--- config.mk ---
export PLATFORM = sky130hd
export DESIGN_NAME = if_id_stage
export DESIGN_NICKNAME = d
export VERILOG_FILES = /design/src/rtl/if_id_stage_pkg.sv /design/src/rtl/if_id_stage_hazard.sv /design/src/rtl/if_id_stage.sv
export SDC_FILE = /design/constraint.sdc
export NUM_CORES = 1
export LEC_CHECK = 0
export CAP_MARGIN = 20
export CORE_ASPECT_RATIO = 0.8
export CORE_MARGIN = 2
export CORE_UTILIZATION = 50
export CTS_CLUSTER_SIZE = 14
export DETAILED_ROUTE_END_ITERATION = 6
export DONT_BUFFER_PORTS = 1
export PLACE_DENSITY = 0.69
export SLEW_MARGIN = 20
export SYNTH_ARGS = -nofsm -noshare
export SYNTH_HDL_FRONTEND = slang
export SYNTH_SLANG_ARGS = --single-unit
--- constraint.sdc ---
create_clock -name clk -period 6.8 [get_ports clk]
set_input_delay 1.7 -clock clk [delete_from_list [all_inputs] [get_ports clk]]
set_output_delay 1.7 -clock clk [all_outputs]
set_load 0.02 [all_outputs]
--- src/rtl/if_id_stage_pkg.sv ---
// IF/ID stage shared definitions.
// State encoding, opcodes and boot constants.
package if_id_stage_pkg;

  typedef enum logic [1:0] {
    BOOT  = 2'd0,
    RUN   = 2'd1,
    STALL = 2'd2
  } state_t;

  localparam logic [5:0]  OP_RTYPE = 6'h00;
  localparam logic [5:0]  OP_BEQ   = 6'h04;
  localparam logic [5:0]  OP_BNE   = 6'h05;
  localparam logic [5:0]  OP_SW    = 6'h2B;
  localparam logic [5:0]  OP_LW    = 6'h23;

  localparam logic [31:0] NOP          = 32'h0;
  localparam logic [31:0] RESET_PC_DEF = 32'h00400000;

  // rt is read as a source only by these opcodes
  function automatic logic rt_is_src(input logic [5:0] op);
    logic r;
    r = 1'b0;
    unique case (op)
      OP_RTYPE, OP_BEQ,
      OP_BNE, OP_SW: r = 1'b1;
      OP_LW:         r = 1'b0;
      default:       r = 1'b0;
    endcase
    return r;
  endfunction

endpackage

--- src/rtl/if_id_stage_hazard.sv ---
// Load-use hazard comparator.
// Purely combinational.
module hazard_detect
  import if_id_stage_pkg::*;
(
  input  logic [31:0] IFID_instr,
  input  logic        IFID_valid,
  input  logic        MemRead_EX,
  input  logic [4:0]  rt_EX,
  output logic        hazard
);

  logic [5:0] op;
  logic [4:0] rs;
  logic [4:0] rt;
  logic       unused_low;

  assign op = IFID_instr[31:26];
  assign rs = IFID_instr[25:21];
  assign rt = IFID_instr[20:16];
  assign unused_low = ^IFID_instr[15:0];

  // load in EX writes a register the decoded word reads
  always_comb begin
    hazard = IFID_valid && MemRead_EX
          && (rt_EX != 5'd0)
          && ((rt_EX == rs)
           || (rt_is_src(op) && (rt_EX == rt)));
  end

endmodule

--- src/rtl/if_id_stage.sv ---
// IF/ID pipeline register with boot,
// load-use stall, flush and freeze control.
module if_id_stage
  import if_id_stage_pkg::*;
#(
  parameter logic [31:0] RESET_PC = RESET_PC_DEF,
  parameter int          CNT_W    = 16
) (
  input  logic             clk,
  input  logic             rst_n,
  input  logic [31:0]      PC_sum,
  input  logic [31:0]      Instrucction,
  input  logic             jump_taken,
  input  logic             ext_stall,
  input  logic             MemRead_EX,
  input  logic [4:0]       rt_EX,
  output logic [31:0]      IFID_PC_sum,
  output logic [31:0]      IFID_instr,
  output logic             IFID_valid,
  output logic             PC_hold,
  output logic             bubble_ID,
  output logic [CNT_W-1:0] stall_count
);

  state_t state;
  logic   hazard;
  logic   flush;
  logic   stall_now;
  logic   boot;

  hazard_detect u_hazard (
    .IFID_instr (IFID_instr),
    .IFID_valid (IFID_valid),
    .MemRead_EX (MemRead_EX),
    .rt_EX      (rt_EX),
    .hazard     (hazard)
  );

  // freeze wins, then flush, then hazard
  always_comb begin
    boot      = (state == BOOT);
    flush     = jump_taken && !ext_stall;
    stall_now = (state == RUN) && hazard
             && !flush && !ext_stall;
    PC_hold   = ext_stall
             || (!flush && (boot || stall_now));
    bubble_ID = ext_stall || boot || stall_now;
  end

  // state, IFID register and stall counter
  always_ff @(posedge clk or negedge rst_n) begin
    if (!rst_n) begin
      state       <= BOOT;
      IFID_instr  <= NOP;
      IFID_valid  <= 1'b0;
      IFID_PC_sum <= RESET_PC + 32'd4;
      stall_count <= '0;
    end else if (ext_stall) begin
      state <= state;
    end else if (flush) begin
      state       <= RUN;
      IFID_instr  <= NOP;
      IFID_valid  <= 1'b0;
      IFID_PC_sum <= PC_sum;
    end else if (stall_now) begin
      state <= STALL;
      if (stall_count != '1)
        stall_count <= stall_count + CNT_W'(1);
    end else begin
      state       <= RUN;
      IFID_instr  <= Instrucction;
      IFID_valid  <= 1'b1;
      IFID_PC_sum <= PC_sum;
    end
  end

endmodule

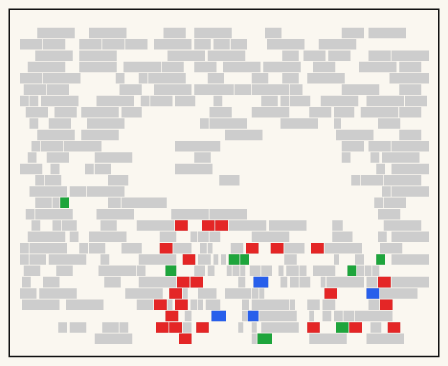
run_1/logic_types.png
[green] and/or cells | cells: 8
[blue] non-inverting ao/oa cells | cells: 4 | where: south
[red] xor and xnor cells | cells: 24
post-route insts no fill: 397
logic share of the area: 41.3%
dominant logic cell type in the layout: dfrtp_1

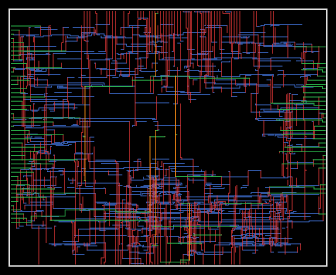
run_1/wires.png
[blue] metal 1 | wire length: 3260 µm
[orange] metal 4 | wire length: 164 µm
[red] metal 2 | wire length: 3490 µm
[green] metal 3 | wire length: 815 µm

==> flow_metrics.env, run 1 <==
# flow metrics
export IMPL_clk_latency_ps=350
export IMPL_yosysWarnings=0
export IMPL_tritoncts="done"
export IMPL_grt_use_total_pct=18.8
export IMPL_synth_flops=83
export IMPL_drt_pass1_iterations=4
export IMPL_portBuffers=0
export IMPL_drv_cap=0
export IMPL_cp_start_kind="input port"
export IMPL_drt_wirelength_per_cell_um=19.5
export IMPL_ys_cells=287
export IMPL_clockBufferDepth=2
export IMPL_areaGrowthSynthToFinish_pct=7.31
export IMPL_setup_viol=0
export IMPL_r2r_end="IFID_PC_sum[5]"
export IMPL_diodes=0
export IMPL_fill_cells=633
export IMPL_skew_ps=10.3
export IMPL_post_route_period_util_pct=73.3
export IMPL_syn_area_per_cell_um2=13.6
export IMPL_cp_arrival_ps=3280
export IMPL_num_vias=2229
export IMPL_yosys_stat_seqShare_pct=53.3
export IMPL_powerDensity_mw_per_mm2=261
export IMPL_worstPathMaxFanout=5
export IMPL_final_layout_size_suffix_gt1_share_pct=28.8
export IMPL_holdPathEnd="state[0]"
export IMPL_gp_congestion=0.856
export IMPL_path_class="in2out"
export IMPL_final_cell_mix="dfrtp_1, mux2_4, nor2b_1"
export IMPL_fin_crit_ps=4980
export IMPL_min_delay_start="state[0]"
export IMPL_setup_tns_ps=0
export IMPL_grt_pass1_vias=2307
export IMPL_ant_nets=0
export IMPL_status="finished clean"
export IMPL_fp_nets=362
export IMPL_worstReg2RegStart="IFID_instr[27]"
export IMPL_tool_warnings=26
export IMPL_root_buffer="clkbuf_8"
export IMPL_ioPinCount=157
export IMPL_rsz0062_at_grt="no"
export IMPL_die_x_um=103
export IMPL_holdWs_ps=572
export IMPL_total_power_mw=1.09
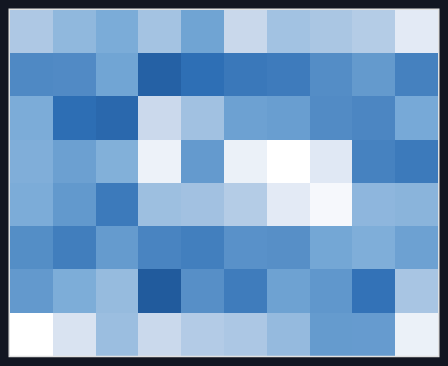
run_1/cell_density.png
10 x 8 tiles, from white (low) to dark blue (high), 0 to 100% covered.
mean over tiles: 48%
tiles over 75% full: 5.0%
emptiest ninth of the die: center
fullest tile: 83%
post-layout util: 55.9%
Pre-Place Util: 52.1%
Core ar.: 0.00750 mm²

-- run 1: Yosys cell counts, drive strengths merged --
library cell  number  area share [%]
or4                2            0.38
o21ai              2            0.26
o21bai             1            0.19
nand2b             1            0.16
xor2              23             5.2
a2111oi            6             1.5
and3               1            0.16
inv                3            0.29
clkbuf             4            0.38
a21oi              2            0.26
and4b              1            0.26
nand3             11             1.7
a21o               1            0.19
nand2             12             1.2
xnor2              1            0.22
mux2              65              22
buf                9             2.0
mux2i              1            0.26
nor2               3            0.29
dfstp              2             1.3
nor3               2            0.26
nand4              5            0.96
dfrtp             81              52
a211oi             6             1.2
and4               1            0.22
nor4               1            0.16
a211o              1            0.22
o31ai              1            0.19
o211a              2            0.51
ha                 1            0.32
or3                3            0.48
nor2b             32             5.1
-- run 1: per-layer routing --
metal | vias up | part of all wire (%) | GRT usage (%)
li1 | 1006 | - | -
met1 | 1098 | 42 | 25.3
met2 | 111 | 45 | 26.8
met3 | 14 | 11 | 8.42
met4 | 0 | 2.1 | 6.70
met5 | - | 0 | 0
-- run 1: how the worst max path moves through the flow --
stage | slack, ps | end | start | cells after the start
after CTS | 1820 | PC_hold | rt_EX[3] | 5
after global placement | 1870 | PC_hold | rt_EX[3] | 5
after floorplan | 1900 | bubble_ID | rt_EX[0] | 7
final | 1820 | PC_hold | rt_EX[3] | 5
after detailed placement | 1820 | PC_hold | rt_EX[3] | 5
after global routing | 1720 | PC_hold | rt_EX[3] | 5
-- run 1: power by group --
| part | switching [mW] | total [mW] | internal [mW] |
|---|---|---|---|
| logic | 0.0310 | 0.0888 | 0.0579 |
| clock network | 0.185 | 0.394 | 0.209 |
| registers | 0.0808 | 0.612 | 0.531 |
| total | 0.296 | 1.09 | 0.799 |
-- run 1: cell type report --
class / instances / area, µm² / area share [%]
Sequential cell: 83 / 2080 / 49.6
Multi-Input combinational cell: 188 / 1730 / 41.3
Tap cell: 105 / 131 / 3.14
Clock buffer: 9 / 124 / 2.96
Clock inverter: 7 / 98.8 / 2.36
Timing Repair Buffer: 2 / 15.0 / 0.358
Inverter: 3 / 11.3 / 0.269
-- run 1: registers in the layout, indices dropped and copies added (netlist names) --
name and cells:
IFID_PC_sum 32, state 2, IFID_instr 32, IFID_valid 1
stall_count 16
-- run 1: metrics by stage --
step	setup WS, ps	instance area, µm²
after CTS	1820	4190
after global routing	1720	4190
after detailed placement	1820	3970
after floorplan	1900	3910
final	1820	4190
after global placement	1870	3970
-- run 1: worst max-delay path, cell delays in order --
cell     delay, ps
xor2_1         140
nor4_1         450
nand4_2        260
o211a_1        190
o21ai_0        540
-- run 1: cell families after synthesis --
kind of cell | Yosys count | synth area share (%)
flops | 83 | 53.3
simple gates | 75 | 11.3
mux | 66 | 22.7
xor+xnor | 24 | 5.38
compound gates | 22 | 4.49
buf+inv | 16 | 2.63
fa+ha+maj | 1 | 0.320
run_1/layer_met2.png
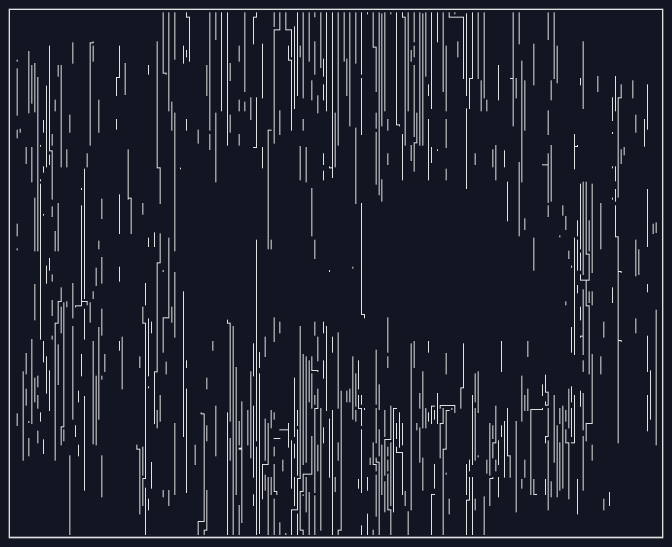

--- run 2 (diff from run 1) ---
Clock period 6.8 ns to 4.8 ns, I/O delays scaled along.
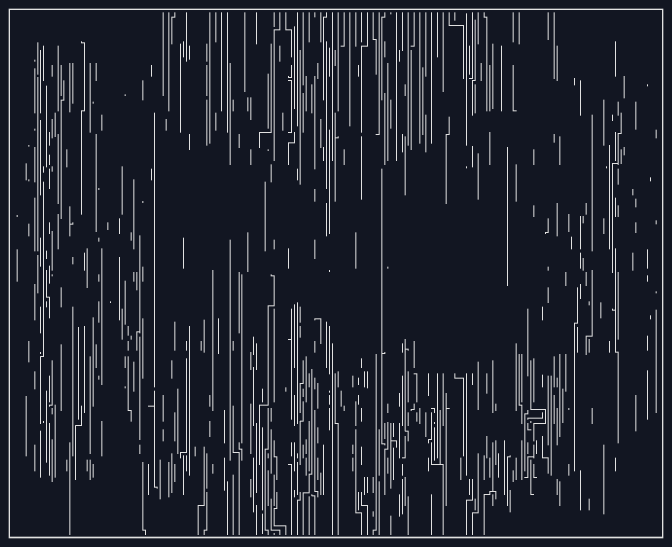
run_2/layer_met2.png
share of all routed wire: 46%
main direction: vertical

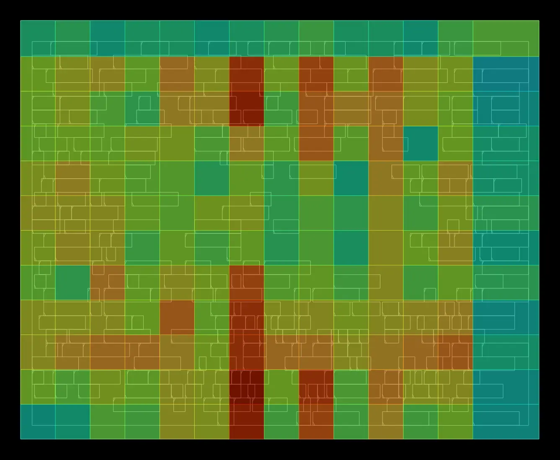
run_2/congestion.png
GRT Max-Usage Layer: met2
Tot GR Track Use: 19.3%
post-layout util: 55.8%
met2 global-route usage: 27.4%
mean routed wirelength per cell: 20.2 µm

==> flow_metrics.env, run 2 <==
# flow metrics
export IMPL_status="finished clean"
export IMPL_final_cell_mix="dfrtp_1, mux2_4, nor2b_1"
export IMPL_setup_tns_ps=0
export IMPL_r2r_end="IFID_PC_sum[3]"
export IMPL_clockBufferDepth=2
export IMPL_fin_crit_ps=3960
export IMPL_yosysWarnings=0
export IMPL_ant_nets=0
export IMPL_synth_most_common_cell="dfrtp_1"
export IMPL_num_vias=2261
export IMPL_clk_latency_ps=350
export IMPL_top_area_share_pct=51.9
export IMPL_async_reset_ff_share_pct=100
export IMPL_worstPathMaxFanout=5
export IMPL_portBuffers=0
export IMPL_drt_pass1_iterations=4
export IMPL_endpoint_kind="primary output"
export IMPL_skew_ps=10.5
export IMPL_topCellsByArea="dfrtp_1, mux2_4, mux2_2"
export IMPL_cp_arrival_ps=2760
export IMPL_synth_area_leader_cell="dfrtp_1"
export IMPL_synth_flops=83
export IMPL_areaGrowthSynthToFinish_pct=7.15
export IMPL_cp_start_kind="input port"
export IMPL_edf_count=0
export IMPL_fp_util_pct=52.1
export IMPL_post_route_period_util_pct=82.5
export IMPL_root_buffer="clkbuf_8"
export IMPL_top_regs="IFID_PC_sum: 32 flops, IFID_instr: 32 flops, stall_count: 16 flops"
export IMPL_powerDensity_mw_per_mm2=368
export IMPL_gp_congestion=0.819
export IMPL_layout_cells_most_common="dfrtp_1"
export IMPL_die_x_um=103
export IMPL_yosys_top_cells_count="dfrtp_1, mux2_4, nor2b_1"
export IMPL_drv_cap=0
export IMPL_startpoint="rt_EX[3]"
export IMPL_diodes=0
export IMPL_coreArea_mm2=0.00750
export IMPL_rsz0062_at_grt="no"
export IMPL_setup_viol=0
export IMPL_final_layout_size_suffix_gt1_share_pct=28.2
export IMPL_tool_warnings=26
export IMPL_grt_pass1_vias=2263
export IMPL_worstReg2RegStart="IFID_instr[27]"
export IMPL_path_class="in2out"
export IMPL_fp_nets=362
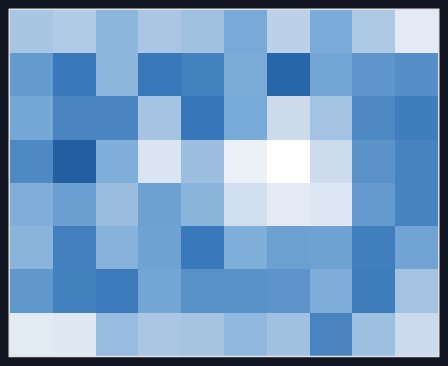
run_2/cell_density.png
10 x 8 tiles, from white (low) to dark blue (high), 0 to 100% covered.
mean over tiles: 48%
nearly empty tiles: 1.3%
tiles over 75% full: 2.5%
fullest tile: 82%
emptiest ninth of the die: center

run 2: cell families after synthesis:
| family | share of synthesized area, % |
|---|---|
| DFF | 53.3 |
| and+or+nand+nor | 11.3 |
| muxes | 22.7 |
| xor gates and xnor gates | 5.38 |
| AOI/OAI and AO/OA | 4.49 |
| buffers and inverters | 2.63 |
| adders and majority gates | 0.320 |
run 2: through the flow:
step	hold slack, ps	instance area [µm²]	setup WS (ps)
6_report	537	4180	842
5_1_grt	502	4180	757
4_1_cts	506	4180	842
3_5_place_dp	525	3970	845
3_3_place_gp	532	3970	880
2_1_floorplan	484	3910	898
run 2: power breakdown:
group	internal, mW	total (mW)	switching, mW
clock	0.305	0.545	0.240
sequential	0.753	0.868	0.115
combinational	0.0821	0.128	0.0456
total	1.14	1.54	0.400
run 2: cell type report:
type,count,area [µm²],area share (%)
multi-input cells,188,1730,41.4
clock buffers,11,141,3.38
flip-flops and latches,83,2080,49.7
clock inverters,4,75.1,1.79
repair buffers,2,15.0,0.359
well taps,105,131,3.14
inverters,3,11.3,0.269
run 2: worst max path at each step:
stage                 to  slack, ps  cells after the start
2_1_floorplan  bubble_ID        900                      7
4_1_cts          PC_hold        840                      5
3_5_place_dp     PC_hold        850                      5
6_report         PC_hold        840                      5
5_1_grt          PC_hold        760                      5
3_3_place_gp     PC_hold        880                      5
run 2: worst max-delay path, stage by stage:
cell and delay (ps):
xor2_1 140, nor4_1 440, nand4_2 260, o211a_1 200, o21ai_0 520
run 2: layer usage:
layer	wire [µm]	vias to the layer above	share of wire [%]	global-route usage (%)
met5	0	-	0	0
met4	140	0	1.8	7.06
met2	3640	118	46	27.4
met1	3400	1122	43	25.9
li1	-	1007	-	-
met3	804	14	10	8.84
Power is estimated from default activity; no workload was simulated.
